<file path="config.mk">
export PLATFORM = sky130hd
export DESIGN_NAME = hwpe_tcdm_port_mux_flat
export DESIGN_NICKNAME = d
export VERILOG_FILES = /design/src/rtl/hwpe_tcdm_port_mux_pkg.sv /design/src/rtl/hwpe_tcdm_port_mux_if.sv /design/src/rtl/hwpe_tcdm_port_mux_id_fifo.sv /design/src/rtl/hwpe_tcdm_port_mux.sv /design/src/flat_wrapper.sv
export SDC_FILE = /design/constraint.sdc
export NUM_CORES = 1
export LEC_CHECK = 0
export CAP_MARGIN = 25
export CORE_AREA = 3 3 164 166
export CTS_BUF_LIST = sky130_fd_sc_hd__clkbuf_16
export DETAILED_ROUTE_END_ITERATION = 10
export DIE_AREA = 0 0 167 169
export SLEW_MARGIN = 5
export SYNTH_ARGS = -nofsm -noshare
export SYNTH_HDL_FRONTEND = slang
export SYNTH_SLANG_ARGS = --single-unit
</file>
<file path="constraint.sdc">
create_clock -name clk -period 2.55 [get_ports clk]
set_input_delay 0.255 -clock clk [delete_from_list [all_inputs] [get_ports clk]]
set_output_delay 0.255 -clock clk [all_outputs]
set_load 0.005 [all_outputs]
</file>
<file path="src/rtl/hwpe_tcdm_port_mux_pkg.sv">
// rtl/hwpe_tcdm_port_mux_pkg.sv - shared types and constants for the TCDM port mux
package hwpe_tcdm_mux_package;

   localparam int MUX_MAX_PORTS           = 8;
   localparam int DEFAULT_MAX_OUTSTANDING = 4;

   typedef logic [$clog2(MUX_MAX_PORTS)-1:0] port_idx_t;

   // Cyclic successor of a port index within n_ports.
   function automatic port_idx_t next_port(input port_idx_t idx, input int n_ports);
      if (idx == port_idx_t'(n_ports - 1)) begin
         return '0;
      end
      return idx + port_idx_t'(1);
   endfunction

endpackage

</file>
<file path="src/rtl/hwpe_tcdm_port_mux_if.sv">
// rtl/hwpe_tcdm_port_mux_if.sv - bundle of N TCDM request/response channels
interface hwpe_tcdm_port_mux_if #(
   parameter int N          = 1,
   parameter int ADDR_WIDTH = 32,
   parameter int DATA_WIDTH = 32
);
   logic [N-1:0]                   req;
   logic [N-1:0]                   gnt;
   logic [N-1:0][ADDR_WIDTH-1:0]   add;
   logic [N-1:0]                   wen;
   logic [N-1:0][DATA_WIDTH/8-1:0] be;
   logic [N-1:0][DATA_WIDTH-1:0]   data;
   logic [N-1:0][DATA_WIDTH-1:0]   r_data;
   logic [N-1:0]                   r_valid;

   modport master (output req, add, wen, be, data, input gnt, r_data, r_valid);
   modport slave  (input req, add, wen, be, data, output gnt, r_data, r_valid);
endinterface

</file>
<file path="src/rtl/hwpe_tcdm_port_mux_id_fifo.sv">
// rtl/hwpe_tcdm_port_mux_id_fifo.sv - in-order FIFO of issuing port indices
module hwpe_tcdm_mux_id_fifo
   import hwpe_tcdm_mux_package::*;
#(
   parameter int DEPTH = DEFAULT_MAX_OUTSTANDING
) (
   input  logic                   clk,
   input  logic                   rst,
   input  logic                   push,
   input  logic                   pop,
   input  port_idx_t              din,
   output port_idx_t              dout,
   output logic                   full,
   output logic                   empty,
   output logic [$clog2(DEPTH):0] count
);
   localparam int PW = $clog2(DEPTH);
   localparam logic [PW:0] FULL_COUNT = (PW+1)'(DEPTH);

   port_idx_t     mem [DEPTH];
   logic [PW-1:0] wr_ptr;
   logic [PW-1:0] rd_ptr;
   logic          do_push;
   logic          do_pop;

   assign full    = (count == FULL_COUNT);
   assign empty   = (count == '0);
   assign do_push = push & ~full;
   assign do_pop  = pop & ~empty;
   assign dout    = mem[rd_ptr];

   // Storage is not reset; only entries between the pointers are ever read.
   always_ff @(posedge clk) begin
      if (do_push) begin
         mem[wr_ptr] <= din;
      end
   end

   // Pointers wrap naturally at DEPTH; count tracks occupancy including simultaneous push/pop.
   always_ff @(posedge clk) begin
      if (rst) begin
         wr_ptr <= '0;
         rd_ptr <= '0;
         count  <= '0;
      end else begin
         if (do_push) begin
            wr_ptr <= wr_ptr + 1'b1;
         end
         if (do_pop) begin
            rd_ptr <= rd_ptr + 1'b1;
         end
         case ({do_push, do_pop})
            2'b10:   count <= count + 1'b1;
            2'b01:   count <= count - 1'b1;
            default: count <= count;
         endcase
      end
   end
endmodule

</file>
<file path="src/rtl/hwpe_tcdm_port_mux.sv">
// rtl/hwpe_tcdm_port_mux.sv - round-robin merge of N TCDM masters onto one TCDM slave
module hwpe_tcdm_port_mux
   import hwpe_tcdm_mux_package::*;
#(
   parameter int N_PORTS         = 3,
   parameter int MAX_OUTSTANDING = DEFAULT_MAX_OUTSTANDING,
   parameter int ADDR_WIDTH      = 32,
   parameter int DATA_WIDTH      = 32
) (
   input  logic                  clk,
   input  logic                  rst,
   hwpe_tcdm_port_mux_if.slave   in_port,
   hwpe_tcdm_port_mux_if.master  out_port,
   output logic                  err_unexp
);
   port_idx_t                          rr_ptr;
   port_idx_t                          winner;
   port_idx_t                          fifo_head;
   logic                               winner_valid;
   logic                               out_req;
   logic                               handshake;
   logic                               pop;
   logic                               fifo_full;
   logic                               fifo_empty;
   logic [$clog2(MAX_OUTSTANDING):0]   fifo_count;
   logic [ADDR_WIDTH-1:0]              sel_add;
   logic                               sel_wen;
   logic [DATA_WIDTH/8-1:0]            sel_be;
   logic [DATA_WIDTH-1:0]              sel_data;

   // Pick the first requester at or after rr_ptr: upper segment first, then wrap to port 0.
   always_comb begin
      winner_valid = 1'b0;
      winner       = '0;
      for (int j = 0; j < N_PORTS; j++) begin
         if (!winner_valid && in_port.req[j] && (port_idx_t'(j) >= rr_ptr)) begin
            winner_valid = 1'b1;
            winner       = port_idx_t'(j);
         end
      end
      for (int j = 0; j < N_PORTS; j++) begin
         if (!winner_valid && in_port.req[j]) begin
            winner_valid = 1'b1;
            winner       = port_idx_t'(j);
         end
      end
   end

   // A full ID FIFO blocks requests outright so out_r_valid never reaches out_req.
   assign out_req   = winner_valid & ~fifo_full & ~rst;
   assign handshake = out_req & out_port.gnt[0];
   assign pop       = out_port.r_valid[0] & ~fifo_empty & ~rst;

   // Forward the winner's request fields; zero when nobody requests.
   always_comb begin
      sel_add  = '0;
      sel_wen  = 1'b0;
      sel_be   = '0;
      sel_data = '0;
      for (int j = 0; j < N_PORTS; j++) begin
         if (winner_valid && (winner == port_idx_t'(j))) begin
            sel_add  = in_port.add[j];
            sel_wen  = in_port.wen[j];
            sel_be   = in_port.be[j];
            sel_data = in_port.data[j];
         end
      end
   end

   assign out_port.req[0]  = out_req;
   assign out_port.add[0]  = sel_add;
   assign out_port.wen[0]  = sel_wen;
   assign out_port.be[0]   = sel_be;
   assign out_port.data[0] = sel_data;

   // Grant goes back to the winner only; responses are steered to the oldest issuer.
   always_comb begin
      in_port.gnt     = '0;
      in_port.r_valid = '0;
      in_port.r_data  = '0;
      for (int j = 0; j < N_PORTS; j++) begin
         in_port.gnt[j]     = handshake && (winner == port_idx_t'(j));
         in_port.r_valid[j] = pop && (fifo_head == port_idx_t'(j));
         in_port.r_data[j]  = out_port.r_data[0];
      end
   end

   // Pointer advances past the winner only when a transaction is actually accepted.
   always_ff @(posedge clk) begin
      if (rst) begin
         rr_ptr <= '0;
      end else if (handshake) begin
         rr_ptr <= next_port(winner, N_PORTS);
      end
   end

   // Sticky flag for a response that has no recorded issuer.
   always_ff @(posedge clk) begin
      if (rst) begin
         err_unexp <= 1'b0;
      end else if (out_port.r_valid[0] && (fifo_count == '0)) begin
         err_unexp <= 1'b1;
      end
   end

   hwpe_tcdm_mux_id_fifo #(
      .DEPTH (MAX_OUTSTANDING)
   ) u_id_fifo (
      .clk   (clk),
      .rst   (rst),
      .push  (handshake),
      .pop   (pop),
      .din   (winner),
      .dout  (fifo_head),
      .full  (fifo_full),
      .empty (fifo_empty),
      .count (fifo_count)
   );
endmodule

</file>
<file path="src/flat_wrapper.sv">
// flat-port wrapper written by rule: the top's interface ports become plain ports
module hwpe_tcdm_port_mux_flat import hwpe_tcdm_mux_package::*;
#(
   parameter int N_PORTS         = 3,
   parameter int MAX_OUTSTANDING = DEFAULT_MAX_OUTSTANDING,
   parameter int ADDR_WIDTH      = 32,
   parameter int DATA_WIDTH      = 32
)
  (clk, rst, err_unexp, in_port_req, in_port_add, in_port_wen, in_port_be, in_port_data, in_port_gnt, in_port_r_data, in_port_r_valid, out_port_req, out_port_add, out_port_wen, out_port_be, out_port_data, out_port_gnt, out_port_r_data, out_port_r_valid);
  hwpe_tcdm_port_mux_if #(.N((3)), .ADDR_WIDTH(ADDR_WIDTH), .DATA_WIDTH(DATA_WIDTH)) in_port_i ();
  hwpe_tcdm_port_mux_if #(.N(1), .ADDR_WIDTH(ADDR_WIDTH), .DATA_WIDTH(DATA_WIDTH)) out_port_i ();
  input  logic clk;
  input  logic rst;
  output logic err_unexp;
  input wire logic [$bits(in_port_i.req)-1:0] in_port_req;
  input wire logic [$bits(in_port_i.add)-1:0] in_port_add;
  input wire logic [$bits(in_port_i.wen)-1:0] in_port_wen;
  input wire logic [$bits(in_port_i.be)-1:0] in_port_be;
  input wire logic [$bits(in_port_i.data)-1:0] in_port_data;
  output wire logic [$bits(in_port_i.gnt)-1:0] in_port_gnt;
  output wire logic [$bits(in_port_i.r_data)-1:0] in_port_r_data;
  output wire logic [$bits(in_port_i.r_valid)-1:0] in_port_r_valid;
  output wire logic [$bits(out_port_i.req)-1:0] out_port_req;
  output wire logic [$bits(out_port_i.add)-1:0] out_port_add;
  output wire logic [$bits(out_port_i.wen)-1:0] out_port_wen;
  output wire logic [$bits(out_port_i.be)-1:0] out_port_be;
  output wire logic [$bits(out_port_i.data)-1:0] out_port_data;
  input wire logic [$bits(out_port_i.gnt)-1:0] out_port_gnt;
  input wire logic [$bits(out_port_i.r_data)-1:0] out_port_r_data;
  input wire logic [$bits(out_port_i.r_valid)-1:0] out_port_r_valid;
  assign in_port_i.req = in_port_req;
  assign in_port_i.add = in_port_add;
  assign in_port_i.wen = in_port_wen;
  assign in_port_i.be = in_port_be;
  assign in_port_i.data = in_port_data;
  assign in_port_gnt = in_port_i.gnt;
  assign in_port_r_data = in_port_i.r_data;
  assign in_port_r_valid = in_port_i.r_valid;
  assign out_port_req = out_port_i.req;
  assign out_port_add = out_port_i.add;
  assign out_port_wen = out_port_i.wen;
  assign out_port_be = out_port_i.be;
  assign out_port_data = out_port_i.data;
  assign out_port_i.gnt = out_port_gnt;
  assign out_port_i.r_data = out_port_r_data;
  assign out_port_i.r_valid = out_port_r_valid;
  hwpe_tcdm_port_mux #(.N_PORTS(N_PORTS), .MAX_OUTSTANDING(MAX_OUTSTANDING), .ADDR_WIDTH(ADDR_WIDTH), .DATA_WIDTH(DATA_WIDTH)) u_core (.clk(clk), .rst(rst), .in_port(in_port_i), .out_port(out_port_i), .err_unexp(err_unexp));
endmodule
</file>
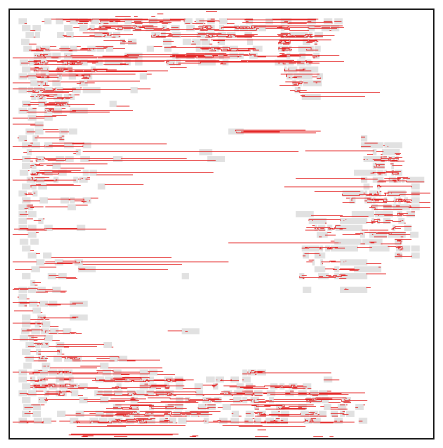
m1.png
main direction = horizontal
nets with wire on the layer = 670
longest straight run = 85.1 um
wire length on this layer = 6800 um
share of all routed wire = 40%
Post-Route WL: 17200 um
via count of the routed design: 3443
met1 Track Usage GR: 13.0%

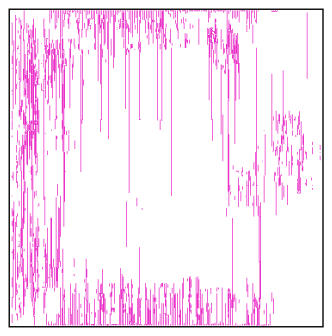
m2.png
nets with wire on the layer = 687
wire length on this layer = 8210 um

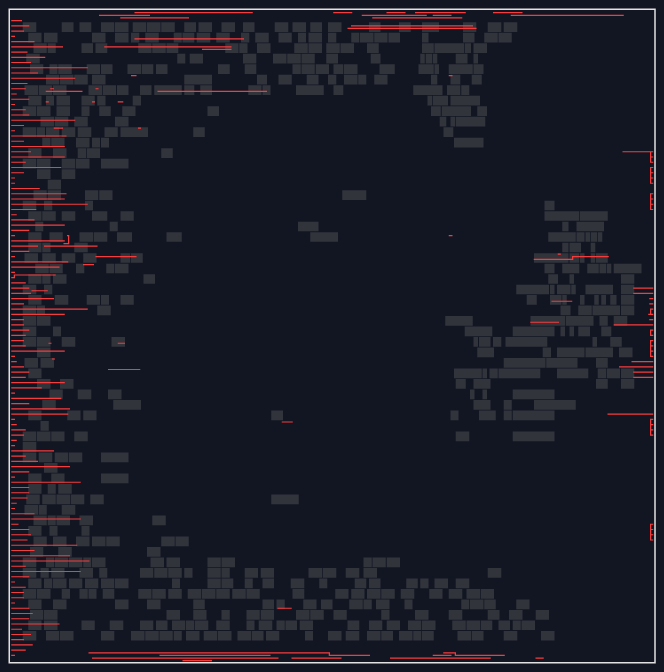
m3.png
wire length on this layer = 1530 um
share of all routed wire = 8.9%
main direction = horizontal
nets with wire on the layer = 173

==> flow_summary.yaml <==
# synthesis and place-and-route metrics
synth:
  yosys_area_sq_um: 3050
  synth_top_cell_by_area: "buf_4"
  area_leaders: "buf_4, a221o_1, and2_0"
  synthTopLogicFamily: "buffers and inverters"
  simple_gate_share_pct: 20.7
  adder_share_pct: 2.71
  synthXorXnorAreaFrac_pct: 1.44
  syn_area_per_cell_sq_um: 8.48
  synth.distinct_cells: 38
  syn_inst: 359
  fp_nets: 611
  netlist.area_leader.share_pct: 23.7
  postSynthSeqShare_pct: 16.4
worst_setup_path:
  worst_path_max_delay_cell: "clkdlybuf4s50_1"
  setup.worst_path.end: "out_port_data[23]"
  r2r_cells: 9
  start_kind: "flip-flop"
  arrival_ns: 2.24
  critPathRequiredTime_ns: 2.30
  cpPeakStageDelay_ns: 0.45
  worst-r2r-setup-slack_ns: 0.24
  worstSetupPathType: "flip-flop to output pin"
finish:
  stdcell_count: 894
  seq_share_pct: 8.53
  seq_cells: 21
  n_all_inverters: 8
  logic_area_sq_um: 1700
  bufAreaShareNonClock_pct: 53.9
  post-route-util_pct: 23.1
  nets: 811
  fin_area_sq_um: 5940
  fillers: 2815
  clkCellAreaFrac_pct: 1.39
  lay_top_cells: "clkdlybuf4s50_1, a221o_1, and2_0"
  largest_reg_flops: 8
  regArea_sq_um: 507
  clkbuf_count: 3
power:
  pwr-share-comb_pct: 59.7
  power-per-cell-area_nw_per_um2: 304
  p_comb_uw: 1080
  seqPwrFrac_pct: 21.5
  pwr-share-clk_pct: 18.8
  p_sw_uw: 549
  sw_frac_of_total_pct: 30.4
floorplanning:
  top_level_ports: 419
  nWellTaps: 335
  die_w_um: 167
  core_sq_um: 25800
  die_h_um: 169
grt:
  grt_max_degree: 42
  gr-usage-all-layers_pct: 11.2
  grt_pass1_vias: 3772
  grt_pass1_wl_um: 23800
  use_met2_pct: 19.0
clock_network:
  clk_path_buf_depth: 2
  cts-root-buf: "clkbuf_16"
  cts_tree: "yes"
  h-tree-depth: 1
  clk_pin_slew_worst_paths_ns: 0.06
  insertion_delay_ns: 0.25
  cts_made_buffers: 3
  hold_buffers: 0
route:
  ant_nets: 0
  wl_met3_um: 1530
  drc_errors: 0
  dr.pass1.iters: 4
  drtIter0Drc: 129
  wl_met2_um: 8210
  viasPerCell: 3.85
worst_hold_path:
  worstHoldEndpoint: "u_core.err_unexp$_SDFFE_PP0P_"
  holdCritPathClass: "flip-flop to flip-flop"
  hold_depth: 2
  hold_start: "u_core.err_unexp$_SDFFE_PP0P_"
place:
  place_area_sq_um: 5750
  place_ws_ns: -0.370
  placedCellCount: 880
final_timing:
  rsz0062_at_grt: "no"
  worst_pin_slew_ns: 0.404
  period_used_pct: 97.9
  setup_tns_ns: 0
  fmax_ghz: 0.400
  fin_ws_ns: 0.0529
run_status:
  outcome: "finished, final reports clean"
run:
  warnings: 30
  cap_violations: 0
No activity file was given, so power comes from the tool's default toggle rates.
